### src/rtl/iiitb_pwm_duty_sequencer.sv
// Drives iiitb_pwm_gen's increase/decrease duty inputs with timed pulses until a
// requested duty step is reached, keeping a shadow copy of the generator's step.
module iiitb_pwm_duty_sequencer #(
  parameter int STEPS        = 10,
  parameter int RESET_STEP   = 5,
  parameter int PULSE_CYCLES = 4,
  parameter int GAP_CYCLES   = 4,
  parameter int STEP_W       = 4
) (
  input  logic              clk,
  input  logic              rst,
  input  logic              target_valid,
  output logic              target_ready,
  input  logic [STEP_W-1:0] target_step,
  input  logic              abort,
  output logic              increase_duty,
  output logic              decrease_duty,
  output logic              busy,
  output logic [STEP_W-1:0] current_step,
  output logic              done,
  output logic              aborted
);

  localparam int CNT_MAX = (PULSE_CYCLES > GAP_CYCLES) ? PULSE_CYCLES : GAP_CYCLES;
  localparam int CNT_W   = $clog2(CNT_MAX + 1);

  localparam logic [CNT_W-1:0]  PULSE_LOAD = CNT_W'(PULSE_CYCLES);
  localparam logic [CNT_W-1:0]  GAP_LOAD   = CNT_W'(GAP_CYCLES);
  localparam logic [CNT_W-1:0]  CNT_ONE    = CNT_W'(1);
  localparam logic [STEP_W-1:0] STEP_MAX   = STEP_W'(STEPS);
  localparam logic [STEP_W-1:0] STEP_RST   = STEP_W'(RESET_STEP);
  localparam logic [STEP_W-1:0] STEP_ONE   = STEP_W'(1);

  typedef enum logic [1:0] {
    IDLE  = 2'd0,
    PULSE = 2'd1,
    GAP   = 2'd2
  } state_t;

  state_t            state_reg, state_next;
  logic [CNT_W-1:0]  cnt_reg, cnt_next;
  logic [STEP_W-1:0] step_reg, step_next;
  logic [STEP_W-1:0] tgt_reg, tgt_next;
  logic [STEP_W-1:0] req_clamped;
  logic              dir_reg, dir_next;
  logic              abort_latch_reg, abort_latch_next;
  logic              done_reg, done_next;
  logic              aborted_reg, aborted_next;
  logic              inc_reg, inc_next;
  logic              dec_reg, dec_next;

  always_ff @(posedge clk) begin
    if (rst) begin
      state_reg       <= IDLE;
      cnt_reg         <= '0;
      step_reg        <= STEP_RST;
      tgt_reg         <= STEP_RST;
      dir_reg         <= 1'b0;
      abort_latch_reg <= 1'b0;
      done_reg        <= 1'b0;
      aborted_reg     <= 1'b0;
      inc_reg         <= 1'b0;
      dec_reg         <= 1'b0;
    end else begin
      state_reg       <= state_next;
      cnt_reg         <= cnt_next;
      step_reg        <= step_next;
      tgt_reg         <= tgt_next;
      dir_reg         <= dir_next;
      abort_latch_reg <= abort_latch_next;
      done_reg        <= done_next;
      aborted_reg     <= aborted_next;
      inc_reg         <= inc_next;
      dec_reg         <= dec_next;
    end
  end

  always_comb begin
    state_next       = state_reg;
    cnt_next         = cnt_reg;
    step_next        = step_reg;
    tgt_next         = tgt_reg;
    dir_next         = dir_reg;
    abort_latch_next = abort_latch_reg;
    done_next        = 1'b0;
    aborted_next     = 1'b0;
    // Clamping the target keeps every pulse inside 0..STEPS.
    req_clamped      = (target_step > STEP_MAX) ? STEP_MAX : target_step;

    case (state_reg)
      IDLE: begin
        abort_latch_next = 1'b0;
        if (target_valid) begin
          tgt_next = req_clamped;
          if (req_clamped == step_reg) begin
            done_next = 1'b1;
          end else begin
            dir_next   = (req_clamped > step_reg);
            state_next = PULSE;
            cnt_next   = PULSE_LOAD;
          end
        end
      end

      PULSE: begin
        if (abort) abort_latch_next = 1'b1;
        if (cnt_reg == CNT_ONE) begin
          step_next  = dir_reg ? (step_reg + STEP_ONE) : (step_reg - STEP_ONE);
          state_next = GAP;
          cnt_next   = GAP_LOAD;
        end else begin
          cnt_next = cnt_reg - CNT_ONE;
        end
      end

      GAP: begin
        if (abort) abort_latch_next = 1'b1;
        if (cnt_reg == CNT_ONE) begin
          // Reaching the target takes priority over a pending abort.
          if (step_reg == tgt_reg) begin
            state_next       = IDLE;
            done_next        = 1'b1;
            abort_latch_next = 1'b0;
          end else if (abort_latch_reg) begin
            state_next       = IDLE;
            aborted_next     = 1'b1;
            abort_latch_next = 1'b0;
          end else begin
            state_next = PULSE;
            cnt_next   = PULSE_LOAD;
          end
        end else begin
          cnt_next = cnt_reg - CNT_ONE;
        end
      end

      default: begin
        state_next = IDLE;
      end
    endcase

    inc_next = (state_next == PULSE) && dir_next;
    dec_next = (state_next == PULSE) && !dir_next;
  end

  assign target_ready  = (state_reg == IDLE);
  assign busy          = (state_reg != IDLE);
  assign increase_duty = inc_reg;
  assign decrease_duty = dec_reg;
  assign current_step  = step_reg;
  assign done          = done_reg;
  assign aborted       = aborted_reg;

endmodule
### config.mk
export PLATFORM = sky130hd
export DESIGN_NAME = iiitb_pwm_duty_sequencer
export DESIGN_NICKNAME = d
export VERILOG_FILES = /design/src/rtl/iiitb_pwm_duty_sequencer.sv
export SDC_FILE = /design/constraint.sdc
export NUM_CORES = 1
export LEC_CHECK = 0
export ABC_CLOCK_PERIOD_IN_PS = 2300
export CORE_UTILIZATION = 40
export DETAILED_ROUTE_END_ITERATION = 10
export PLACE_DENSITY_LB_ADDON = 0.15
export SETUP_SLACK_MARGIN = 0.05
export SYNTH_ARGS = -nofsm -noshare
export SYNTH_HDL_FRONTEND = slang
export SYNTH_SLANG_ARGS = --single-unit
### constraint.sdc
create_clock -name clk -period 2.3 [get_ports clk]
set_input_delay 0.575 -clock clk [delete_from_list [all_inputs] [get_ports clk]]
set_output_delay 0.575 -clock clk [all_outputs]
set_load 0.05 [all_outputs]
==> summary.txt <==
Observations from the implementation run.

Status:
- The flow ran to the end, but the final reports show violations.
- The final reports fail on DRC.

Clock network:
- The run gives the number of buffers on the longest clock path as 2.
- The skew report gives the latency at the later pin of the worst-skew pair as 0.30 ns.
- The number of gates resized after CTS was 3.
- After clock tree synthesis, the flow added hold-fix buffers numbering 0.
- TritonCTS built the clock tree.
- In the CTS report, the clock slew at the register clock pins of the worst setup and hold paths is listed as approximately 0.12 ns.

Final layout:
- Leaving out the clock tree, the finished layout contains an inverter count of 11.
- The number of sequential cells reported for the layout is 19.
- The run puts the fraction of layout cells with a size suffix above 1 at 0.205.
- The run gives the fraction of area in registers as 0.246.
- The run puts the number of logic gates at between 100 and 150.
- The run gives the cell type taking the most area as combinational gates.
- The run puts the area overhead of the layout relative to synthesis at 26.3%.
- The fraction of cell area in multi-input combinational cells is reported as 0.533.
- The run gives the utilization of the core after routing as 0.546.
- In the layout the commonest cells are sky130_fd_sc_hd__dfxtp_1, sky130_fd_sc_hd__nor2_1, sky130_fd_sc_hd__clkdlybuf4s50_1.
- With fillers left out, the area of the finished cells amounts to approximately 1500 µm².

Power and ir drop:
- The completed layout was analyzed and its total power is 804 µW.
- The run puts the ratio of total power to cell area at ~520 nW/µm².
- The run gives the net load switching power as 273 µW.
- Of the total power, the clock network draws 0.220.
- The run puts the peak ir drop on the vdd network at about 280 µV.
- The power report lists the clock group at around 180 µW.
- Cell internal power was estimated by the tool at between 500 and 600 µW.

Routing:
- Per the detail_route report, routed wire per instance is 14.2 µm.
- The run gives the violation count after the first detailed-routing iteration as 16.
- The run puts the post-detailed-route via-to-cell ratio at 5.60.
- Wires add up to ~2.7 mm.
- The DRC violation total left in the routed layout is recorded as 3.
- The run gives the detailed-routing iteration count for the pre-antenna-repair pass as 7.
- Per the post-route antenna check, the number of violating nets is 0.

Floorplan:
- The run puts the placeable core region at roughly 2800 µm².
- The horizontal die dimension reported for this design is 57.3 µm.
- The run gives the number of well taps as 31.
- The floorplan has 19 rows.
- The run gives the die footprint as approximately 3300 µm².
- For this configuration, the core starts out at a cell density of 0.432.
- In this run the count of I/O pins placed on the die edge is 18.

Global route:
- The global route stage reports its total congestion overflow as 0.
- Entering global routing, the biggest net connects 18 pins.
- The run puts the global-route wire length before repair at approximately 4.4 mm.
- The run gives the combined global-route utilization of all metal layers as 0.175.
- The run puts the via count of the first global-routing pass at 1063.

Synthesis:
- The run puts the mapped cell area at approximately 1200 µm².
- The run gives the count of synthesis-stage warnings from yosys as 0.
- Of the post-synthesis cell area, the part taken by muxes is 0.0256.
- After synthesis, the design contains 134 cells according to Yosys.
- The run gives the main logic family after synthesis as simple AND/OR/NAND/NOR gates.
- The run puts the synthesized instance count at between 100 and 150.
- The run puts the chip area in the Yosys report at roughly 1200 µm².
- The run puts the adder-cell share of the synthesized area at 0.139.
- In this run, synthesis inferred 0 flip-flops with an integrated enable.
- Per the synth stats, the flop cell with the highest instance count is sky130_fd_sc_hd__dfxtp_1.
- The run gives the async set or reset register ratio after synthesis as 0.

Timing:
- The run gives the maximum clock rate as around 0.47 GHz.
- The run puts the number of pins exceeding their max-slew limit in the final report at 0.
- The run gives the final setup skew as 0.0120 ns.
- The run gives the transition at the pin with the smallest max-transition slack as ~0.50 ns.
- The run puts the relative slew slack at 0.669.

Flow run:
- The run puts the tally of OpenROAD warnings at 30.
- The tool flagged a number of max-cap violations equal to 0.

Place:
- The run gives the tally of buffers added on design ports as 17.
- The run puts the HPWL after detailed placement at 2.04 mm.
- Summing all placed instances gives a cell area of ~1500 µm².

Setup path:
- For flop-to-flop paths, the worst setup slack is 0.44 ns.
- The required time at the worst endpoint is listed as between 1.5 and 2 ns.
- The cell sequence reported for the critical path is clkdlybuf4s50_1.
- The worst register-to-register path begins at current_step[1].
- The run gives the standard cell with the maximum stage delay on the critical path as sky130_fd_sc_hd__clkdlybuf4s50_1.
- Together, buffers and inverters on the worst path number 1.
- The run puts the worst path arrival time at between 1.5 and 2 ns.
- The worst setup path is launched from a flip-flop.
- The worst setup path is captured at an output pin.

Hold path:
- Looking at hold timing, the worst path starts from tgt_reg[3].
- The run gives the destination of the worst hold path as tgt_reg[3].
## Yosys cell counts, drive strengths merged, types with 2 or more instances
cell type,n,share of area
a211o,2,0.014
a211oi,2,0.012
a21o,5,0.031
a21oi,7,0.032
a31oi,2,0.023
and2,2,0.011
clkbuf,2,0.0061
dfxtp,19,0.31
ha,12,0.12
inv,11,0.034
mux2i,2,0.016
nand2,10,0.031
nand2b,2,0.010
nand3,4,0.016
nor2,15,0.046
nor2b,2,0.010
nor3,4,0.016
o21ai,3,0.012
o31ai,2,0.016
xor2,5,0.036
## layer usage
metal  GRT usage  part of all wire  routed length [µm]
met1       0.200              0.45                1210
met2       0.314              0.49                1340
met3      0.0227             0.036                  98
met4      0.0941             0.026                  72
met5           0                 0                   0
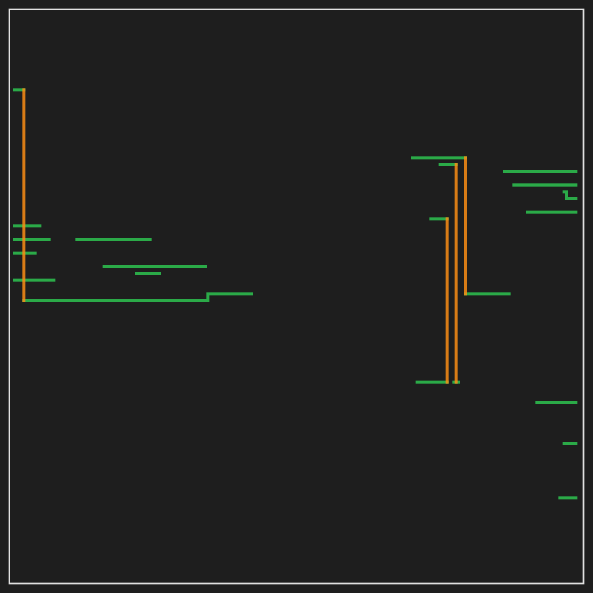
wires.png
Drawn at 10 px/µm. Only two layers are drawn.
Key: metal 4 = orange [wire length 72.8 µm]; metal 3 = green [wire length 98.9 µm]

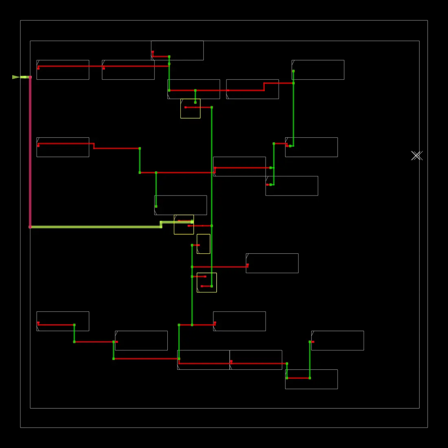
clocks.png
clock buffer instance count of the final layout: 3
TritonCTS Buffers: 3
Sinks on Clock Net: 19

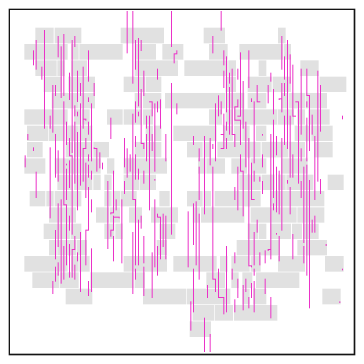
layer_met2.png
Drawn at 6 px/µm. Cells faint in the background.
The layer carries 1340 µm of wire. 159 nets have wire on it. The longest straight run is 25.2 µm. The layer holds 49% of the routed length.

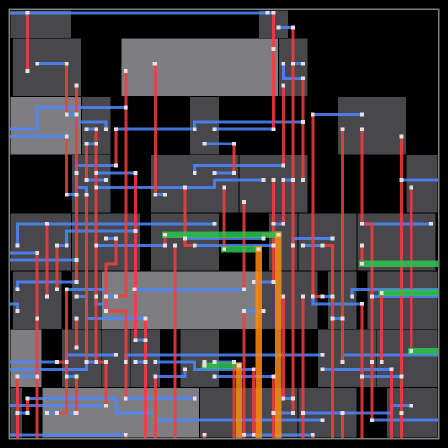
detail.png
Window x 33 to 53, y 33 to 53 µm. Cells in gray, sequential cells in the stronger gray; small squares are vias.
Key: metal 1 = blue; metal 4 = orange; metal 2 = red; metal 3 = green
Sequential cells in the window: 3. 30 logic cells have their middle in the window. Netlist names of flops here include `tgt_reg` (2), `current_step` (1). Most frequent: nor2_1 (5).

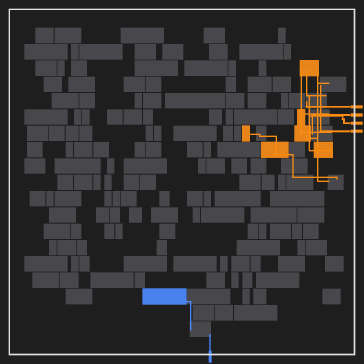
io_fan.png
Drawn at 6 px/µm.
Key: `increase_duty` = blue [bits 1, direction output, edge bottom, end cells 1, buffers 1, wire 8.60 µm]; `target_step` = orange [bits 4, direction input, edge right, end cells 6, buffers 5, wire 126 µm]

No activity file was given, so power comes from the tool's default toggle rates.
